==> config.mk <==
export PLATFORM = sky130hd
export DESIGN_NAME = color_sensor_emulator_flat
export DESIGN_NICKNAME = d
export VERILOG_FILES = /design/src/rtl/color_sensor_if.sv /design/src/rtl/color_sensor_emulator.sv /design/src/flat_wrapper.sv
export SDC_FILE = /design/constraint.sdc
export NUM_CORES = 1
export LEC_CHECK = 0
export ABC_CLOCK_PERIOD_IN_PS = 7100
export CAP_MARGIN = 20
export CORE_UTILIZATION = 60
export CTS_BUF_LIST = sky130_fd_sc_hd__clkbuf_8
export DETAILED_ROUTE_END_ITERATION = 10
export PLACE_DENSITY = 0.91
export RECOVER_POWER = 100
export REMOVE_ABC_BUFFERS = 1
export SKIP_CTS_REPAIR_TIMING = 1
export SYNTH_ARGS = -nofsm -noshare
export SYNTH_HDL_FRONTEND = slang
export SYNTH_SLANG_ARGS = --single-unit
==> constraint.sdc <==
create_clock -name clk -period 7.1 [get_ports clk]
set_clock_uncertainty 0.2 [all_clocks]
set_input_delay 1.42 -clock clk [delete_from_list [all_inputs] [get_ports clk]]
set_output_delay 1.42 -clock clk [all_outputs]
set_load 0.1 [all_outputs]
==> src/rtl/color_sensor_if.sv <==
// Select/count/output bundle between the colour classifier and the sensor emulator.
// The classifier drives the s0..s3 selects and the per-filter target counts (master).
// The emulator returns the square wave and its status (slave).
interface color_sensor_if #(
    parameter int CNT_W = 17
) ();
    logic             s0;
    logic             s1;
    logic             s2;
    logic             s3;
    logic [CNT_W-1:0] red_count;
    logic [CNT_W-1:0] green_count;
    logic [CNT_W-1:0] blue_count;
    logic [CNT_W-1:0] clear_count;
    logic             frequency;
    logic [CNT_W-1:0] active_target;
    logic             window_done;
    logic             saturated;

    modport master (
        output s0, s1, s2, s3,
        output red_count, green_count, blue_count, clear_count,
        input  frequency, active_target, window_done, saturated
    );

    modport slave (
        input  s0, s1, s2, s3,
        input  red_count, green_count, blue_count, clear_count,
        output frequency, active_target, window_done, saturated
    );
endinterface

==> src/rtl/color_sensor_emulator.sv <==
// TCS3200-style colour sensor stand-in. For the selected filter and scale it
// emits exactly active_target rising edges on `frequency` per window of
// GATE_CYCLES clocks, spaced by a Bresenham accumulator. Every window starts
// with frequency low and the accumulator cleared.
module color_sensor_emulator #(
    parameter int GATE_CYCLES = 20000001,
    parameter int CNT_W       = 17,
    parameter int ACC_W       = 26
) (
    input  logic          clk,
    input  logic          rst,
    color_sensor_if.slave bus
);
    typedef enum logic [0:0] {
        ST_OFF = 1'b0,
        ST_RUN = 1'b1
    } state_t;

    localparam logic [ACC_W-1:0] GATE_C    = ACC_W'(GATE_CYCLES);
    localparam logic [ACC_W-1:0] LAST_C    = ACC_W'(GATE_CYCLES - 1);
    localparam logic [ACC_W-1:0] PRELAST_C = ACC_W'(GATE_CYCLES - 2);
    localparam logic [ACC_W-1:0] HALF_C    = ACC_W'(GATE_CYCLES / 2);
    localparam logic [ACC_W-1:0] ZERO_A    = {ACC_W{1'b0}};
    localparam logic [CNT_W-1:0] ZERO_C    = {CNT_W{1'b0}};

    state_t           state_r, state_s;
    logic [3:0]       sel_r;
    logic [3:0]       sel_s;
    logic             sel_changed_s;
    logic [ACC_W-1:0] win_r, win_s;
    logic [ACC_W-1:0] acc_r, acc_s;
    logic [ACC_W-1:0] acc_sum_s;
    logic [ACC_W-1:0] step_s;
    logic             freq_r, freq_s;
    logic [CNT_W-1:0] tgt_r, tgt_s;
    logic             sat_r, sat_s;
    logic             done_r, done_s;
    logic [CNT_W-1:0] raw_cnt_s;
    logic [CNT_W-1:0] scaled_cnt_s;
    logic [ACC_W-1:0] scaled_wide_s;
    logic [CNT_W-1:0] new_tgt_s;
    logic             new_sat_s;

    // sel_s = {s0,s1,s2,s3}: [3:2] is the scale select, [1:0] the filter select.
    assign sel_s         = {bus.s0, bus.s1, bus.s2, bus.s3};
    assign sel_changed_s = (sel_s != sel_r);
    assign step_s        = {{(ACC_W-CNT_W-1){1'b0}}, tgt_r, 1'b0};
    assign acc_sum_s     = acc_r + step_s;

    // Target for the current selection: pick filter count, scale it, clamp to half a window.
    always_comb begin
        raw_cnt_s    = bus.red_count;
        scaled_cnt_s = ZERO_C;
        new_tgt_s    = ZERO_C;
        new_sat_s    = 1'b0;
        case (sel_s[1:0])
            2'b00:   raw_cnt_s = bus.red_count;
            2'b01:   raw_cnt_s = bus.blue_count;
            2'b10:   raw_cnt_s = bus.clear_count;
            2'b11:   raw_cnt_s = bus.green_count;
            default: raw_cnt_s = bus.red_count;
        endcase
        case (sel_s[3:2])
            2'b00:   scaled_cnt_s = ZERO_C;
            2'b01:   scaled_cnt_s = raw_cnt_s >> 5;
            2'b10:   scaled_cnt_s = raw_cnt_s >> 2;
            2'b11:   scaled_cnt_s = raw_cnt_s;
            default: scaled_cnt_s = ZERO_C;
        endcase
        scaled_wide_s = {{(ACC_W-CNT_W){1'b0}}, scaled_cnt_s};
        // A clamp can only trigger when GATE_CYCLES/2 < 2^CNT_W, so the slice is lossless.
        if ({scaled_wide_s[ACC_W-2:0], 1'b0} > GATE_C) begin
            new_tgt_s = HALF_C[CNT_W-1:0];
            new_sat_s = 1'b1;
        end else begin
            new_tgt_s = scaled_cnt_s;
            new_sat_s = 1'b0;
        end
    end

    // Next-state logic: OFF/RUN control, restart on selection change, window wrap, edge scheduling.
    // window_done is registered one cycle early so it is high while the counter sits at its last
    // value; a restart on the edge that would enter that value therefore suppresses the pulse.
    always_comb begin
        state_s = state_r;
        win_s   = win_r;
        acc_s   = acc_r;
        freq_s  = freq_r;
        tgt_s   = tgt_r;
        sat_s   = sat_r;
        done_s  = 1'b0;
        case (state_r)
            ST_OFF: begin
                win_s  = ZERO_A;
                acc_s  = ZERO_A;
                freq_s = 1'b0;
                if (sel_s[3:2] != 2'b00) begin
                    state_s = ST_RUN;
                    tgt_s   = new_tgt_s;
                    sat_s   = new_sat_s;
                end else begin
                    state_s = ST_OFF;
                    tgt_s   = ZERO_C;
                    sat_s   = 1'b0;
                end
            end
            ST_RUN: begin
                if (sel_s[3:2] == 2'b00) begin
                    state_s = ST_OFF;
                    win_s   = ZERO_A;
                    acc_s   = ZERO_A;
                    freq_s  = 1'b0;
                    tgt_s   = ZERO_C;
                    sat_s   = 1'b0;
                end else if (sel_changed_s || (win_r == LAST_C)) begin
                    win_s  = ZERO_A;
                    acc_s  = ZERO_A;
                    freq_s = 1'b0;
                    tgt_s  = new_tgt_s;
                    sat_s  = new_sat_s;
                end else begin
                    win_s  = win_r + {{(ACC_W-1){1'b0}}, 1'b1};
                    done_s = (win_r == PRELAST_C);
                    if (acc_sum_s >= GATE_C) begin
                        freq_s = ~freq_r;
                        acc_s  = acc_sum_s - GATE_C;
                    end else begin
                        freq_s = freq_r;
                        acc_s  = acc_sum_s;
                    end
                end
            end
            default: begin
                state_s = ST_OFF;
                win_s   = ZERO_A;
                acc_s   = ZERO_A;
                freq_s  = 1'b0;
                tgt_s   = ZERO_C;
                sat_s   = 1'b0;
            end
        endcase
    end

    // State, counters and all outputs are registered; reset clears everything.
    always_ff @(posedge clk) begin
        if (rst) begin
            state_r <= ST_OFF;
            sel_r   <= 4'b0000;
            win_r   <= ZERO_A;
            acc_r   <= ZERO_A;
            freq_r  <= 1'b0;
            tgt_r   <= ZERO_C;
            sat_r   <= 1'b0;
            done_r  <= 1'b0;
        end else begin
            state_r <= state_s;
            sel_r   <= sel_s;
            win_r   <= win_s;
            acc_r   <= acc_s;
            freq_r  <= freq_s;
            tgt_r   <= tgt_s;
            sat_r   <= sat_s;
            done_r  <= done_s;
        end
    end

    assign bus.frequency     = freq_r;
    assign bus.active_target = tgt_r;
    assign bus.window_done   = done_r;
    assign bus.saturated     = sat_r;
endmodule

==> src/flat_wrapper.sv <==
// flat-port wrapper written by rule: the top's interface ports become plain ports
module color_sensor_emulator_flat 
#(
    parameter int GATE_CYCLES = 20000001,
    parameter int CNT_W       = 17,
    parameter int ACC_W       = 26
)
  (clk, rst, bus_s0, bus_s1, bus_s2, bus_s3, bus_red_count, bus_green_count, bus_blue_count, bus_clear_count, bus_frequency, bus_active_target, bus_window_done, bus_saturated);
  color_sensor_if #(.CNT_W(CNT_W)) bus_i ();
  input  logic clk;
  input  logic rst;
  input wire logic [$bits(bus_i.s0)-1:0] bus_s0;
  input wire logic [$bits(bus_i.s1)-1:0] bus_s1;
  input wire logic [$bits(bus_i.s2)-1:0] bus_s2;
  input wire logic [$bits(bus_i.s3)-1:0] bus_s3;
  input wire logic [$bits(bus_i.red_count)-1:0] bus_red_count;
  input wire logic [$bits(bus_i.green_count)-1:0] bus_green_count;
  input wire logic [$bits(bus_i.blue_count)-1:0] bus_blue_count;
  input wire logic [$bits(bus_i.clear_count)-1:0] bus_clear_count;
  output wire logic [$bits(bus_i.frequency)-1:0] bus_frequency;
  output wire logic [$bits(bus_i.active_target)-1:0] bus_active_target;
  output wire logic [$bits(bus_i.window_done)-1:0] bus_window_done;
  output wire logic [$bits(bus_i.saturated)-1:0] bus_saturated;
  assign bus_i.s0 = bus_s0;
  assign bus_i.s1 = bus_s1;
  assign bus_i.s2 = bus_s2;
  assign bus_i.s3 = bus_s3;
  assign bus_i.red_count = bus_red_count;
  assign bus_i.green_count = bus_green_count;
  assign bus_i.blue_count = bus_blue_count;
  assign bus_i.clear_count = bus_clear_count;
  assign bus_frequency = bus_i.frequency;
  assign bus_active_target = bus_i.active_target;
  assign bus_window_done = bus_i.window_done;
  assign bus_saturated = bus_i.saturated;
  color_sensor_emulator #(.GATE_CYCLES(GATE_CYCLES), .CNT_W(CNT_W), .ACC_W(ACC_W)) u_core (.clk(clk), .rst(rst), .bus(bus_i));
endmodule
Fig. 1: run 1, congestion heat map
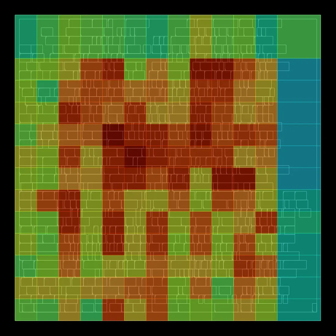
GR Util met1: 37.8%
met3 Use GR: 4.46%

Fig. 2: run 1, a small window of the routed layout
Scale bar: 5 um. Window x 62 to 82, y 62 to 82 um. Cells in gray, sequential cells in the stronger gray; small squares are vias.
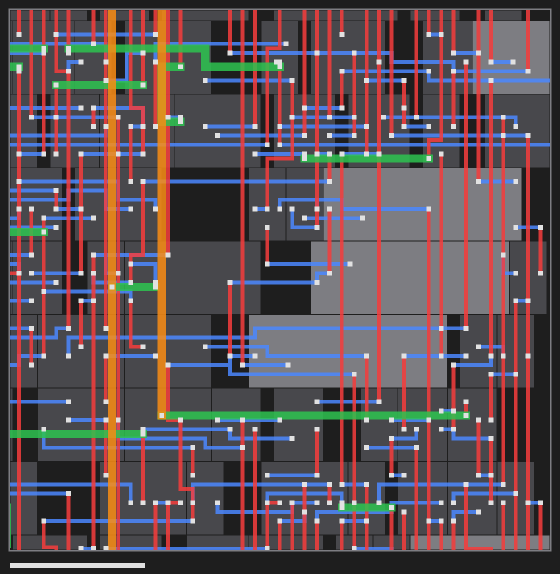
Orange shows met4. Blue shows met1. Red shows met2. Green shows met3.
Most frequent: nor2_1 (7), nand2_1 (5). Netlist names of flops here include `u_core.acc_r` (3). 42 logic cells have their middle in the window. Sequential cells in the window: 3.

==> CHANGELOG.md, run 1 <==
### Physical design

* Yosys synthesis chip area at 0.00536 sq mm
* Slew @ Worst Pin at approximately 1.8 ns
* Final hold viol count at 0
* Slew Limit Fails at 52
* Adder Area Share at 5.28%
* P_leak at 2.44 nW
* Power Density at 161 mW/mm^2
* Post-route cell area at 0.00652 sq mm
* Synth mux share at 9.51%
* CTS buffer count at 9
* Final Util at 75.1%
* Xor/xnor share at 9.95%
* Tap Count at 108
* Switch share at 30.4%
* Detail Placement HPWL at 10,600 um
* Final clock-cell share at 3.40%
* Most frequent cell after synthesis: nor2_1
* Comb area leader: simple AND/OR/NAND/NOR gates
* Reg area at 0.00152 sq mm
* Violated checks: max-capacitance violations, max-slew violations
* M1 wire length at 5660 um
* Worst setup endpoint: u_core.bus.active_target[1]
* F_max at 184 MHz
* CP Cell Sequence: dlygate4sd3_1 > clkbuf_1 > xnor2_1 > a21oi_1 > nor4_1 > o21ai_0 > or2_1 > o21ai_0
* Worst-case reg-to-reg path depth at 14
* CTS H-tree lvls at 3
* Final tally of setup violations at 0
* TritonCTS clock tree: done
* Fill cells at 613
* Clk network pwr share at 35.5%
* Antenna viol nets, final at 0
* IO Pins at roughly 94
* Hold endpoint: u_core.win_r[0]
* CP Data Required Time at roughly 7.1 ns
* Number of clock sinks at 76
* DIE HEIGHT at 96.5 um
* Peak VDD IR at 0.108 mV
* Area grow syn2layout at 21.7%
* # clk buffers at 9
* Ys async rst share at 0%
* Routed len/inst at 17.0 um
* Tool warnings at 27
* Slew HR at -18.7%
* Top power consumer group: sequential cells
* Synth area leaders: dfxtp_1 28%, mux4_2 7.1%, nor2_1 5.7%
* Cells in synth_stat.txt at 631
* CP Class: primary input to flop
* Layout cells sized above 1 at 8.53%
* Reg2reg setup slack at 2.59 ns
* Mapped Area at approximately 0.0054 sq mm
* Yosys reg bits at ~76
* Most frequent logic cells in the routed design: 81 x nor2_1, 76 x dfxtp_1, 70 x clkdlybuf4s50_1
* Largest net degree at the start of global routing at ~52
* Clock Tree Root: clkbuf_8
* Ant diodes at 0
* Overall Global Routing Usage at 31.0%
* Crit path launch: bus_s1
* Layout Nets at a little over 800
* Cells after synthesis at 631
* Deepest clock path buffer count at 2
* DR pass1 iterations at 6
* Crit-path max FO at about 51
* Syn_area_per_cell at between 8 and 9 sq um
* Setup WS pre-CTS at between 2 and 2.5 ns
* Vias at 5,177
* WP depth at 8
* Crit. End Element: flop
* CP peak stage delay at between 1 and 1.5 ns
* Max-Cap Viols at 1
* Comb area at roughly 0.0036 sq mm
* Non-clock buffer area fraction after layout at 14.5%
* Post-route setup slack at 1.66 ns
* DR WL met3 at 843 um
* Yosys simple share at 22.4%
* CP most frequent cell: o21ai_0
* Flop+latch power at between 0.0004 and 0.0005 W
* Outcome: finished, violations left
* Multi-input logic portion of the cell area at 55.6%
Fig. 3: run 1, metal layers overlaid
Scale bar: 20 um. Two of the layers only.
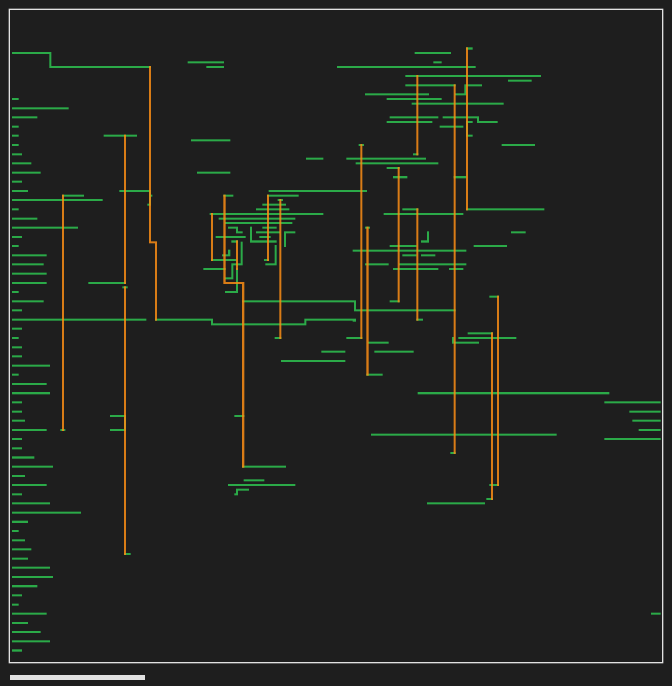
Orange shows met4, wire length 446 um. Green shows met3, wire length 844 um.

==> run 2, diff against run 1 <==
--- a/config.mk
+++ b/config.mk
@@ -5,12 +5,12 @@
 export SDC_FILE = /design/constraint.sdc
 export NUM_CORES = 1
 export LEC_CHECK = 0
-export ABC_CLOCK_PERIOD_IN_PS = 7100
+export ABC_CLOCK_PERIOD_IN_PS = 5200
 export CAP_MARGIN = 20
-export CORE_UTILIZATION = 60
+export CORE_UTILIZATION = 55
 export CTS_BUF_LIST = sky130_fd_sc_hd__clkbuf_8
 export DETAILED_ROUTE_END_ITERATION = 10
-export PLACE_DENSITY = 0.91
+export PLACE_DENSITY = 0.85
 export RECOVER_POWER = 100
 export REMOVE_ABC_BUFFERS = 1
 export SKIP_CTS_REPAIR_TIMING = 1
==> constraint.sdc (replaced) <==
create_clock -name clk -period 5.2 [get_ports clk]
set_clock_uncertainty 0.2 [all_clocks]
set_input_delay 1.04 -clock clk [delete_from_list [all_inputs] [get_ports clk]]
set_output_delay 1.04 -clock clk [all_outputs]
set_load 0.1 [all_outputs]
==> run 2 against run 1 <==
Compared with the run above:
- synthesized cell count is the same
- flip-flop count is the same
- clock-buffer cell count is the same
- first-iteration DRC count shrank 5.4%
- the run now ends clean
- register-to-register slack lost 1.9 ns
- global-route usage shrank 2.3 points
- power grew 28%
- largest cell class unchanged
- largest power group unchanged
- combinational power grew 35%
- critical endpoint is now u_core.acc_r[5]
- sequential power grew 36%
- final cell count grew 2.7%
==> CHANGELOG.md, run 2 <==
### Physical design

* Clock Tree Root: clkbuf_8
* Hold endpoint: u_core.win_r[0]
* Yosys synthesis chip area at roughly 0.0054 sq mm
* # clk buffers at 9
* Largest net degree at the start of global routing at 52
* Ant diodes at 0
* Flop+latch power at about 0.00061 W
* Switch share at 32.7%
* DR pass1 iterations at 5
* Number of clock sinks at between 70 and 80
* Power Density at ~210 mW/mm^2
* P_leak at between 2 and 2.5 nW
* Compound Share, Synth at 20.6%
* Area grow syn2layout at 21.3%
* Post-route cell area at 0.00649 sq mm
* Comb area leader: simple AND/OR/NAND/NOR gates
* Crit-path max FO at 21
* Reg area at between 0.0015 and 0.002 sq mm
* Overall Global Routing Usage at between 20% and 30%
* Final tally of setup violations at 0
* Vias at just over 5,000
* Final hold viol count at 0
* CP Class: flop to flop
* Crit. End Element: flop
* Comb area at 0.00361 sq mm
* F_max at 219 MHz
* Worst setup endpoint: u_core.acc_r[5]
* Tap Count at 129
* IO Pins at 94
* Yosys simple share at between 20 and 25%
* Syn_area_per_cell at between 8 and 9 sq um
* WP depth at 14
* Peak VDD IR at between 0.1 and 0.15 mV
* Cells after synthesis at 631
* Setup WS pre-CTS at 0.796 ns
* Top power consumer group: sequential cells
* Non-clock buffer area fraction after layout at roughly 15%
* Yosys reg bits at around 76
* GR Util met1 at 35.3%
* Die area at 0.0101 sq mm
* Worst-case reg-to-reg path depth at 14
* CP Data Required Time at approximately 5.3 ns
* Detail Placement HPWL at 10,600 um
* Slew Limit Fails at 0
* DIE HEIGHT at 101 um
* Routed len/inst at 16.4 um
* TritonCTS clock tree: done
* Mapped Area at 0.00536 sq mm
* Most frequent cell after synthesis: nor2_1
* Antenna viol nets, final at 0
* Deepest clock path buffer count at 2
* Crit path launch: u_core.bus.active_target[0]
* CTS buffer count at 9
* Clk network pwr share at between 30% and 40%
* CP Cell Sequence: ha_1 > inv_1 > fa_1 > nand2b_1 > a21bo_1 > a2111oi_2 > o31ai_1 > a2bb2oi_1 > nand2b_1 > o31ai_1 > a221o_1 > nor2_1 > or3_1 > a21oi_1
* CTS H-tree lvls at 3
* M1 wire length at 5790 um
* Tool warnings at 27
* Fill cells at 728
* Most frequent logic cells in the routed design: 82 x nor2_1, 76 x dfxtp_1, 70 x clkdlybuf4s50_1
* Post-route setup slack at 0.642 ns
* Outcome: finished, final reports clean
* Slew HR at 9.56%
* Layout cells sized above 1 at under 10%
* Adder Area Share at 5.28%
Fig. 4: run 2, met1 routing
Scale bar: 20 um. Cells faint in the background.
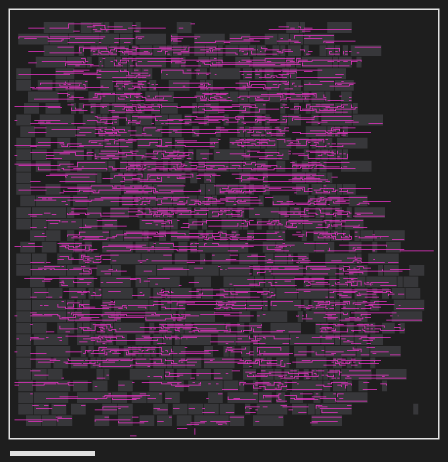
The layer holds 42% of the routed length. 729 nets have wire on it.

Fig. 5: run 2, metal layers overlaid
Scale bar: 20 um. Two of the layers only.
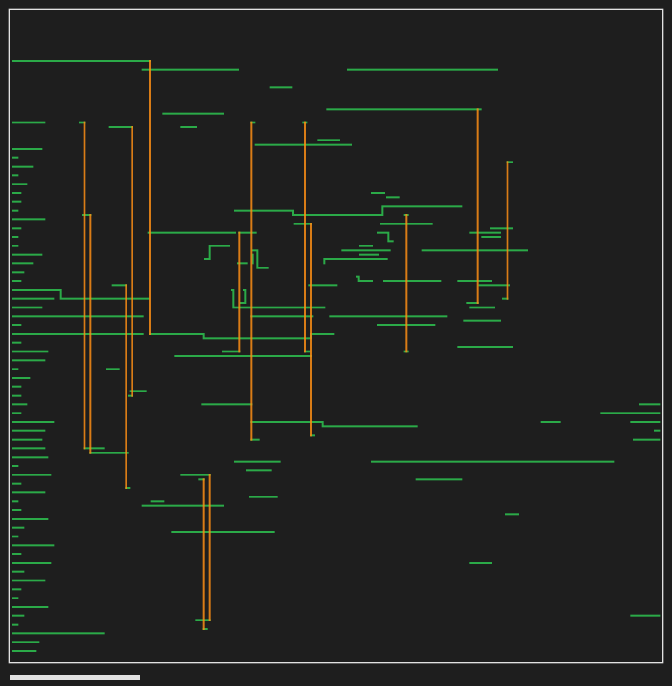
Orange shows met4, wire length 455 um. Green shows met3, wire length 818 um.

Fig. 6: run 2, a small window of the routed layout
Scale bar: 5 um. Window x 66 to 86, y 66 to 86 um. Cells in gray, sequential cells in the stronger gray; small squares are vias.
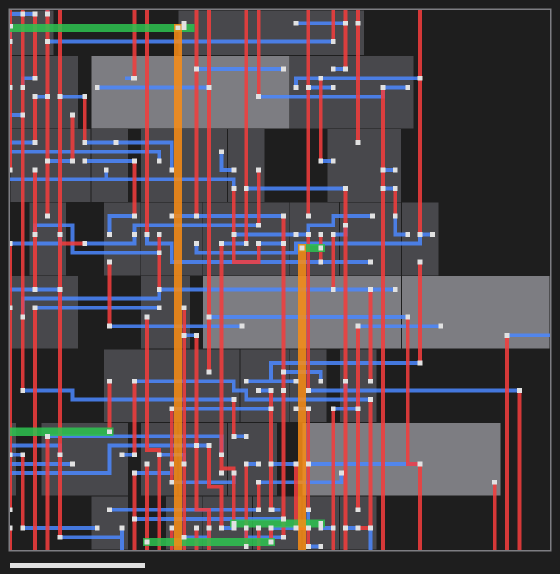
Orange shows met4. Blue shows met1. Green shows met3. Red shows met2.
Most frequent: nor2_1 (7), nand2_1 (4), dfxtp_1 (4). Netlist names of flops here include `u_core.acc_r` (4). 36 logic cells have their middle in the window. Sequential cells in the window: 4.

==> run 3, diff against run 2 <==
--- a/config.mk
+++ b/config.mk
@@ -7,6 +7,7 @@
 export LEC_CHECK = 0
 export ABC_CLOCK_PERIOD_IN_PS = 5200
 export CAP_MARGIN = 20
+export CORE_MARGIN = 3
 export CORE_UTILIZATION = 55
 export CTS_BUF_LIST = sky130_fd_sc_hd__clkbuf_8
 export DETAILED_ROUTE_END_ITERATION = 10
Fig. 7: run 3, congestion heat map
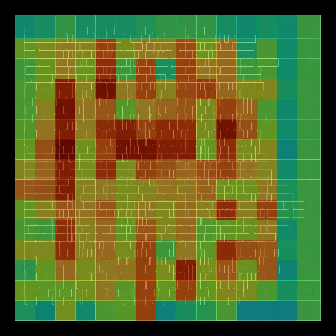
routed len/inst: 16.7 um
GR Util met2: 46.5%
gr busiest metal: met2

Fig. 8: run 3, met1 routing
Scale bar: 20 um. Cells faint in the background.
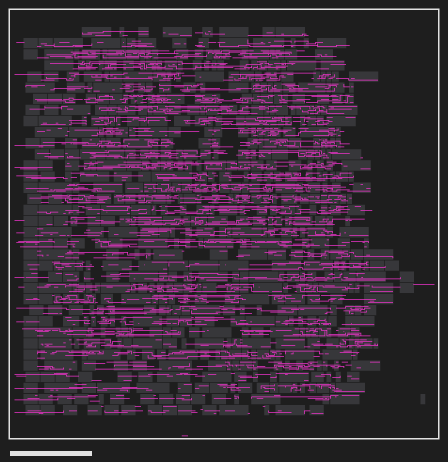
The wires run mostly horizontal. 739 nets have wire on it. The longest straight run is 22.5 um. The layer carries 5,790 um of wire.

==> run 3 against run 2 <==
Compared with the run above:
- worst setup slack got worse by 0.11 ns
- first-iteration DRC count increased by 19%
- final cell count unchanged
- combinational power about the same
- design area about the same
- power decreased by 0.64%
- synthesized cell count did not move
- critical path type unchanged
- largest cell class unchanged
==> CHANGELOG.md, run 3 <==
### Physical design

* Slew @ Worst Pin at 1.26 ns
* Overall Global Routing Usage at 26.4%
* Reg2reg setup slack at 0.53 ns
* CP Cell Sequence: ha_1 > inv_1 > fa_1 > nand2b_1 > a21oi_1 > xor2_1 > nor4_2 > nor4bb_1 > nand4_1 > o31ai_1 > a221o_1 > nor2_1 > or3_1 > a21oi_1
* Slew HR at 16.0%
* Setup WS pre-CTS at 0.837 ns
* Synth mux share at under 10%
* WP depth at 14
* F_max at 214 MHz
* Slew Limit Fails at 0
* Deepest clock path buffer count at 2
* Xor/xnor share at roughly a tenth
* Reg2reg end: u_core.acc_r[5]
* Layout Nets at approximately 800
* Post-route cell area at 0.00649 sq mm
* Syn_area_per_cell at 8.49 sq um
* DR WL met3 at 918 um
* Crit-path max FO at 21
* CP Class: flop to flop
* Ant diodes at 0
* Setup crit start kind: flop
* Layout cells sized above 1 at under 10%
* Synth area leaders: dfxtp_1 28%, mux4_2 7.1%, nor2_1 5.7%
* CP peak stage delay at between 0.6 and 0.7 ns
* Final Util at 69.3%
* Comb area at 0.00362 sq mm
* Multi-input logic portion of the cell area at 55.7%
* CTS H-tree lvls at 3
* Comb gates at slightly above 500
* IO Port Bufs at roughly 92
* Peak VDD IR at 0.121 mV
* Yosys synthesis chip area at 0.00536 sq mm
* Logic inverters at 18
* Compound Share, Synth at between 20% and 30%
* Antenna viol nets, final at 0
* Yosys reg bits at 76
* Vias at 5,144
* CP most frequent cell: a21oi_1
* Most frequent cell after synthesis: nor2_1
* Hold endpoint: u_core.win_r[0]
* Clock Tree Root: clkbuf_8
* Internal power at 0.000904 W
* FFs & Latches at about 76
* DR pass1 iterations at 7
* Clk network pwr share at between 30% and 40%
* CP Data Required Time at 5.27 ns
* Final tally of setup violations at 0
* Ys async rst share at 0%
* CTS buffer count at 9
* DIE HEIGHT at 105 um
* Tap Count at 129
* Crit. End Element: flop
* RSZ-0062 raised after global routing: false
* Synth top area share at 28.4%
* Post-route setup slack at 0.528 ns
* Final hold viol count at 0
* Most frequent logic cells in the routed design: 82 x nor2_1, 76 x dfxtp_1, 71 x clkdlybuf4s50_1
* Worst-case reg-to-reg path depth at 14
* Vias/cell at roughly 6.1
* Final clock-cell share at 2.72%
* Grt total ovfl at 0
* Comb group at 0.000317 W
* Fill cells at 742
* Crit path launch: u_core.bus.active_target[0]
* Non-clock buffers at 98
* Top power consumer group: sequential cells
* Die area at 0.0110 sq mm
* Yosys simple share at 22.4%
* M1 wire length at 5790 um
* # clk buffers at 9
* Power Density at 206 mW/mm^2
* Flop+latch power at approximately 0.0006 W
* Reg area at 0.00152 sq mm
* Worst setup endpoint: u_core.acc_r[5]
* Switch share at 32.5%
* Cells after synthesis at between 600 and 700
* Outcome: finished, final reports clean
* TritonCTS clock tree: done
* Met3 Use GR at 5.37%
* Area grow syn2layout at 21.2%
* Adder Area Share at 5.28%
* Mapped Area at 0.00536 sq mm
* Number of clock sinks at 76
* Non-clock buffer area fraction after layout at 14.6%
* P_leak at 2.41 nW
Fig. 9: run 3, metal layers overlaid
Scale bar: 20 um. Two of the layers only.
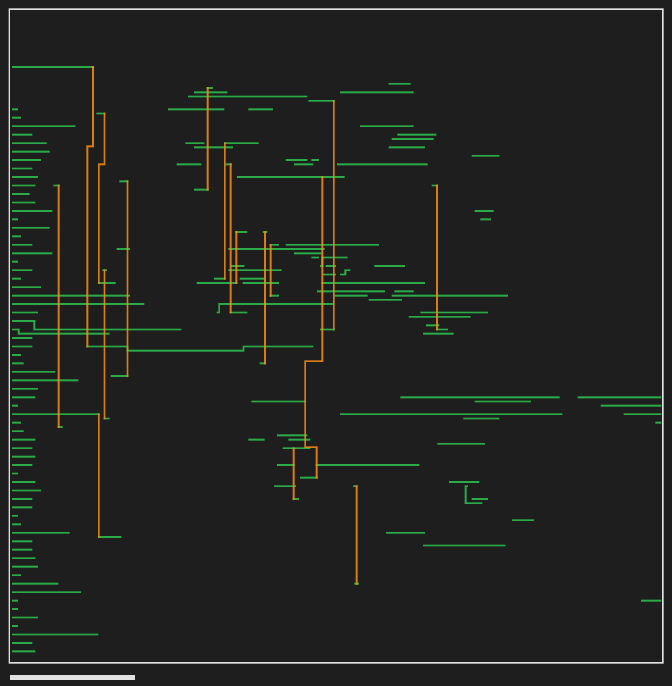
Green shows met3, wire length 918 um. Orange shows met4, wire length 423 um.

No activity file was given, so power comes from the tool's default toggle rates.
